### src/rtl/lifo_stack.sv
// Clocked LIFO stack growing downward from DEPTH-1, with registered pop/peek ports,
// count/sp status and sticky overflow/underflow flags. Define STACK_DUMP_EN for a debug dump.
module lifo_stack #(
    parameter int DATA_W = 11,
    parameter int DEPTH  = 256,
    parameter int ADDR_W = $clog2(DEPTH)
) (
    input  logic                     clk,
    input  logic                     reset,
    input  logic                     push,
    input  logic signed [DATA_W-1:0] push_data,
    input  logic                     pop,
    output logic signed [DATA_W-1:0] pop_data,
    output logic                     pop_valid,
    input  logic                     peek_en,
    input  logic [ADDR_W-1:0]        peek_off,
    output logic signed [DATA_W-1:0] peek_data,
    output logic                     peek_valid,
    output logic [ADDR_W:0]          count,
    output logic [ADDR_W:0]          sp,
    output logic                     full,
    output logic                     empty,
    output logic                     overflow,
    output logic                     underflow,
    input  logic                     clr_err,
    input  logic                     dump_req
);

    if (DEPTH < 4 || (DEPTH & (DEPTH - 1)) != 0 || ADDR_W != $clog2(DEPTH)) begin : g_bad_cfg
        $error("lifo_stack: DEPTH must be a power of two >= 4 and ADDR_W must not be overridden");
    end

    localparam logic [ADDR_W:0] DEPTH_V = DEPTH;
    localparam logic [ADDR_W:0] ONE_V   = 1;

    logic signed [DATA_W-1:0] mem [DEPTH];

    logic [ADDR_W:0]   cnt_q;
    logic [ADDR_W:0]   cnt_d;
    logic [ADDR_W:0]   sp_w;
    logic [ADDR_W:0]   push_lin;
    logic [ADDR_W:0]   peek_lin;
    logic [ADDR_W-1:0] top_addr;
    logic [ADDR_W-1:0] push_addr;
    logic [ADDR_W-1:0] peek_addr;
    logic [ADDR_W-1:0] wr_addr;
    logic              is_empty;
    logic              is_full;
    logic              wr_en;
    logic              pop_hit;
    logic              pass_thru;
    logic              peek_hit;
    logic              ovf_set;
    logic              unf_set;

    // Status is derived only from the count register, never from request inputs.
    assign sp_w     = DEPTH_V - cnt_q;
    assign is_empty = (cnt_q == '0);
    assign is_full  = (cnt_q == DEPTH_V);
    assign count    = cnt_q;
    assign sp       = sp_w;
    assign empty    = is_empty;
    assign full     = is_full;

    assign top_addr  = sp_w[ADDR_W-1:0];
    assign push_lin  = sp_w - ONE_V;
    assign push_addr = push_lin[ADDR_W-1:0];
    assign peek_lin  = sp_w + {1'b0, peek_off};
    assign peek_addr = peek_lin[ADDR_W-1:0];
    assign peek_hit  = peek_en && ({1'b0, peek_off} < cnt_q);

    always_comb begin
        cnt_d     = cnt_q;
        wr_en     = 1'b0;
        wr_addr   = top_addr;
        pop_hit   = 1'b0;
        pass_thru = 1'b0;
        ovf_set   = 1'b0;
        unf_set   = 1'b0;
        unique case ({push, pop})
            2'b10: begin
                if (is_full) begin
                    ovf_set = 1'b1;
                end else begin
                    wr_en   = 1'b1;
                    wr_addr = push_addr;
                    cnt_d   = cnt_q + ONE_V;
                end
            end
            2'b01: begin
                if (is_empty) begin
                    unf_set = 1'b1;
                end else begin
                    pop_hit = 1'b1;
                    cnt_d   = cnt_q - ONE_V;
                end
            end
            2'b11: begin
                // Replace-top; an empty stack simply forwards push_data.
                if (is_empty) begin
                    pass_thru = 1'b1;
                end else begin
                    pop_hit = 1'b1;
                    wr_en   = 1'b1;
                    wr_addr = top_addr;
                end
            end
            default: ;
        endcase
    end

    always_ff @(posedge clk or posedge reset) begin
        if (reset) begin
            cnt_q      <= '0;
            pop_data   <= '0;
            pop_valid  <= 1'b0;
            peek_data  <= '0;
            peek_valid <= 1'b0;
            overflow   <= 1'b0;
            underflow  <= 1'b0;
        end else begin
            cnt_q      <= cnt_d;
            pop_valid  <= pop_hit || pass_thru;
            peek_valid <= peek_hit;
            if (pop_hit) begin
                pop_data <= mem[top_addr];
            end else if (pass_thru) begin
                pop_data <= push_data;
            end
            if (peek_hit) begin
                peek_data <= mem[peek_addr];
            end
            if (ovf_set) begin
                overflow <= 1'b1;
            end else if (clr_err) begin
                overflow <= 1'b0;
            end
            if (unf_set) begin
                underflow <= 1'b1;
            end else if (clr_err) begin
                underflow <= 1'b0;
            end
        end
    end

    always_ff @(posedge clk) begin
        if (wr_en) begin
            mem[wr_addr] <= push_data;
        end
    end

`ifdef STACK_DUMP_EN
    always_ff @(posedge clk) begin
        if (dump_req) begin
            $write("lifo_stack dump: count=%0d sp=%0d\n", cnt_q, sp_w);
            if (is_empty) begin
                $write("EMPTY\n");
            end else begin
                for (int unsigned a = DEPTH; a > 32'(sp_w); a--) begin
                    $write("%0d %h %0d %h\n", a - 1, ADDR_W'(a - 1),
                           mem[ADDR_W'(a - 1)], mem[ADDR_W'(a - 1)]);
                end
            end
        end
    end
`else
    logic unused_dump_req;
    assign unused_dump_req = dump_req;
`endif

endmodule

### config.mk
export PLATFORM = sky130hd
export DESIGN_NAME = lifo_stack
export DESIGN_NICKNAME = d
export VERILOG_FILES = /design/src/rtl/lifo_stack.sv
export SDC_FILE = /design/constraint.sdc
export NUM_CORES = 2
export LEC_CHECK = 0
export ABC_AREA = 0
export CAP_MARGIN = 30
export CELL_PAD_IN_SITES_DETAIL_PLACEMENT = 1
export CELL_PAD_IN_SITES_GLOBAL_PLACEMENT = 1
export CORE_MARGIN = 4
export CORE_UTILIZATION = 51
export DETAILED_ROUTE_END_ITERATION = 10
export PLACE_DENSITY_LB_ADDON = 0.1
export SYNTH_ARGS = -nofsm -noshare
export SYNTH_HDL_FRONTEND = slang
export SYNTH_SLANG_ARGS = --single-unit
### constraint.sdc
create_clock -name clk -period 5.18 [get_ports clk]
set_input_delay 1.036 -clock clk [delete_from_list [all_inputs] [get_ports clk]]
set_output_delay 1.036 -clock clk [all_outputs]
set_load 0.01 [all_outputs]
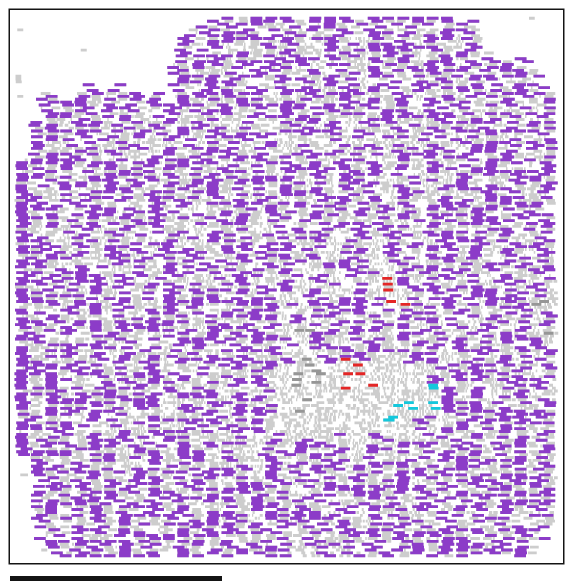
Fig. 1. Sequential cells colored by netlist name.
The bar under the picture is 200 microns long. Other sequential cells in the stronger gray, the rest of the logic in the fainter gray.
color	name in the netlist	flops
cyan	`count`	9
purple	`mem`	2816
red	`pop_data`	11
Flop area: 85400 sq um
sequential fraction of total cell area: 55.3%
final core occ: 59.3%

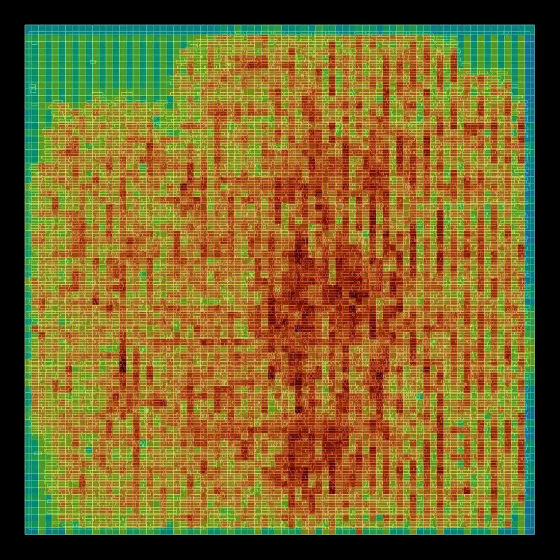
Fig. 2. Routing congestion.
met3 track demand over resource in global routing: 8.40%
wire length per cell: 40.4 microns

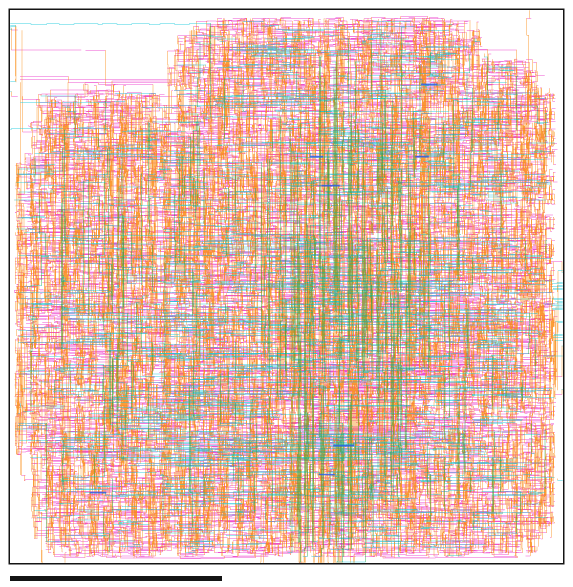
Fig. 3. Signal wires by layer.
The bar under the picture is 200 microns long.
color	layer	wire length
orange	metal 2	209 mm
cyan	metal 3	52.3 mm
green	metal 4	24.0 mm
blue	metal 5	97.5 microns
magenta	metal 1	172 mm
final WL: 457000 microns
via count of the routed design: 80000
total track usage: 33.7%

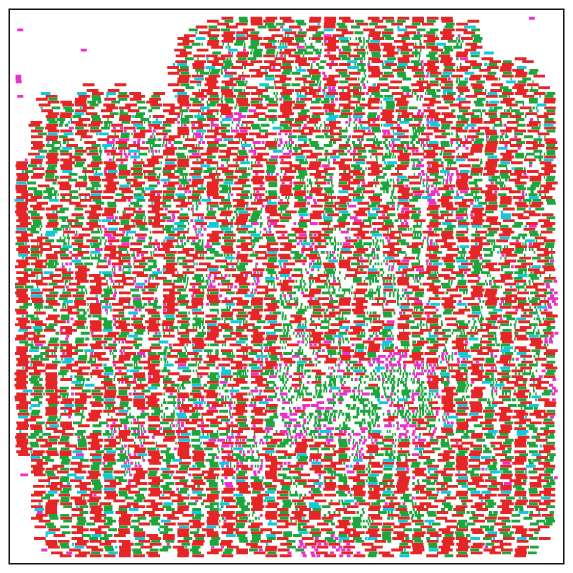
Fig. 4. Cell classes on the final placement.
color	class	cells	share of their area
cyan	clock drivers and dummy loads	556	6.5%
green	combinational and other logic	3486	31%
red	sequential cells	2851	57%
magenta	remaining buffers and delay cells	887	5.6%
final instance area: 154000 sq um
count of standard-cell rows: 187
core region area: 260000 sq um

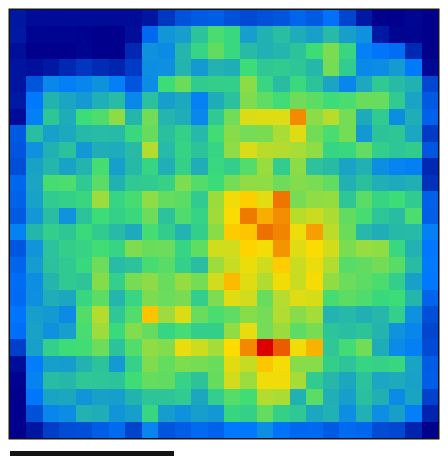
Fig. 5. Signal metal coverage by tile.
The bar under the picture is 200 microns long. The die is cut into 26 by 26 equal tiles; dark blue is low, red is high, scaled to the fullest tile. Values are wire area over tile area, all layers added.
nearly empty tiles	3.8%
mean over tiles	0.29
emptiest ninth of the die	upper left
fullest tile	0.69
densest ninth of the die	center
tiles over half the peak	34%

==> flow_summary.html <==
<h3>Run summary</h3>
<table>
<tr><th>Metric</th><th>Value</th></tr>
<tr><th colspan="2">Run status</th></tr>
<tr><td>Outcome</td><td>finished clean</td></tr>
<tr><th colspan="2">Cells and area</th></tr>
<tr><td>Synthesis-to-layout area growth</td><td>15.3%</td></tr>
<tr><td>Non-clock inverter total of the final layout</td><td>30</td></tr>
<tr><td>Clock buffer count</td><td>378</td></tr>
<tr><td>Non-clock buffer count</td><td>roughly 900</td></tr>
<tr><td>Area used by multi-input combinational logic</td><td>between 40000 and 50000 sq um</td></tr>
<tr><td>Cell kind with the greatest summed area</td><td>registers</td></tr>
<tr><td>Multi-input gate share of total cell area</td><td>between 20% and 30%</td></tr>
<tr><th colspan="2">Setup path</th></tr>
<tr><td>Data required time of the worst path</td><td>approximately 6000 ps</td></tr>
<tr><td>Cell count of the worst reg-to-reg path</td><td>14</td></tr>
<tr><td>Flop-to-flop setup slack</td><td>210 ps</td></tr>
<tr><td>Worst Setup Start Kind</td><td>register</td></tr>
<tr><td>Signal arrival time at the worst endpoint</td><td>5790 ps</td></tr>
<tr><td>Ordered list of cells on the worst path</td><td>inv_1 -&gt; ha_4 -&gt; xnor2_2 -&gt; ha_1 -&gt; and3_1 -&gt; o21ai_0 -&gt; nand2_4 -&gt; buf_12 -&gt; and3_1 -&gt; a311oi_1 -&gt; buf_4 -&gt; a311oi_2 -&gt; a311oi_1 -&gt; a211o_1</td></tr>
<tr><td>Slowest cell on the critical path</td><td>sky130_fd_sc_hd__a311oi_1</td></tr>
<tr><td>Critical path type</td><td>register to register</td></tr>
<tr><td>Family with the most delay on the worst path</td><td>AND-OR/OR-AND gates</td></tr>
<tr><td>Number of buffers and inverters on the critical path</td><td>3</td></tr>
<tr><td>Stages on the worst setup path</td><td>14</td></tr>
<tr><th colspan="2">Drt</th></tr>
<tr><td>Violation tally from detailed-route iteration zero</td><td>roughly 12000</td></tr>
<tr><td>Routed length on met2</td><td>209000 microns</td></tr>
<tr><td>Via density per instance</td><td>~7.1</td></tr>
<tr><td>Post-route DRC violation count</td><td>0</td></tr>
<tr><td>Antenna-violating nets left</td><td>0</td></tr>
<tr><td>Top routing layer in use</td><td>met5</td></tr>
<tr><td>DR WL met3</td><td>between 50000 and 60000 microns</td></tr>
<tr><th colspan="2">Yosys</th></tr>
<tr><td>Dominant combinational cell family by area after synthesis</td><td>multiplexers</td></tr>
<tr><td>Top-area cell type share of the netlist area</td><td>a little over three fifths</td></tr>
<tr><td>Number of distinct library cells after synthesis</td><td>79</td></tr>
<tr><td>Number of warnings reported in the yosys synthesis log</td><td>0</td></tr>
<tr><td>Multiplexer share of the synthesized area</td><td>between 20% and 30%</td></tr>
<tr><td>Number of enable flip-flop cells</td><td>between 2000 and 3000</td></tr>
<tr><td>AO/OA Area Share</td><td>2.55%</td></tr>
<tr><td>Yosys simple share</td><td>under 10%</td></tr>
<tr><td>Summed instance area of the synthesized netlist</td><td>approximately 130000 sq um</td></tr>
<tr><td>Synth Net Count</td><td>6938</td></tr>
<tr><td>Post-synthesis cell count from yosys</td><td>6886</td></tr>
<tr><td>Number of storage elements in the synthesis netlist</td><td>between 2000 and 3000</td></tr>
<tr><td>Most common flop cell mapped by yosys</td><td>sky130_fd_sc_hd__edfxtp_1</td></tr>
<tr><th colspan="2">Global routing</th></tr>
<tr><td>Overall overflow remaining after global route</td><td>0</td></tr>
<tr><td>Pin count of the biggest net entering global routing</td><td>approximately 160</td></tr>
<tr><td>Vias in the first global route</td><td>between 80000 and 90000</td></tr>
<tr><td>Global-route wire length before repair</td><td>approximately 640000 microns</td></tr>
<tr><td>Initial antenna violation count</td><td>28</td></tr>
<tr><th colspan="2">Timing</th></tr>
<tr><td>Final Skew</td><td>42.8 ps</td></tr>
<tr><td>Worst-Margin Slew</td><td>1260 ps</td></tr>
<tr><td>Fmax</td><td>201 MHz</td></tr>
<tr><th colspan="2">Placed design</th></tr>
<tr><td>Buffers on Ports</td><td>around 70</td></tr>
<tr><th colspan="2">Clock tree</th></tr>
<tr><td>H-tree levels</td><td>5</td></tr>
<tr><td>Late-Pin Clk Latency</td><td>880 ps</td></tr>
<tr><td>Cell at the root of the clock tree</td><td>sky130_fd_sc_hd__clkbuf_16</td></tr>
<tr><td>CTS Hold Bufs</td><td>0</td></tr>
<tr><th colspan="2">Floorplan</th></tr>
<tr><td>Ports</td><td>between 70 and 80</td></tr>
<tr><td>Tap cell instance count</td><td>3496</td></tr>
<tr><th colspan="2">Run</th></tr>
<tr><td>Stage-log warning count</td><td>69</td></tr>
<tr><th colspan="2">Min path</th></tr>
<tr><td>Hold Path Class</td><td>primary input to async pin</td></tr>
</table>
[state kept, by name, indices dropped and copies added (netlist names)]
signal      count
mem          2816
peek_data      11
pop_data       11
count           9
overflow        1
peek_valid      1
pop_valid       1
underflow       1
[metrics by stage]
step	setup WS [ps]	TNS, ps	hold WS, ps	utilization [%]	cell area (sq um)
global route	25.7	0	374	59.3	154000
global placement	-463	-5100	518	55.5	145000
detailed placement	-453	-11190	535	55.5	145000
finish	206	0	380	59.3	154000
floorplan	39.3	0	549	-	134000
CTS	40.1	0	350	59.3	154000
[per-layer routing]
layer / vias up / track usage [%]
li1: 30700 / -
met1: 43200 / 47.5
met2: 5200 / 50.7
met3: 926 / 8.40
met4: 14 / 14.7
met5: - / 0
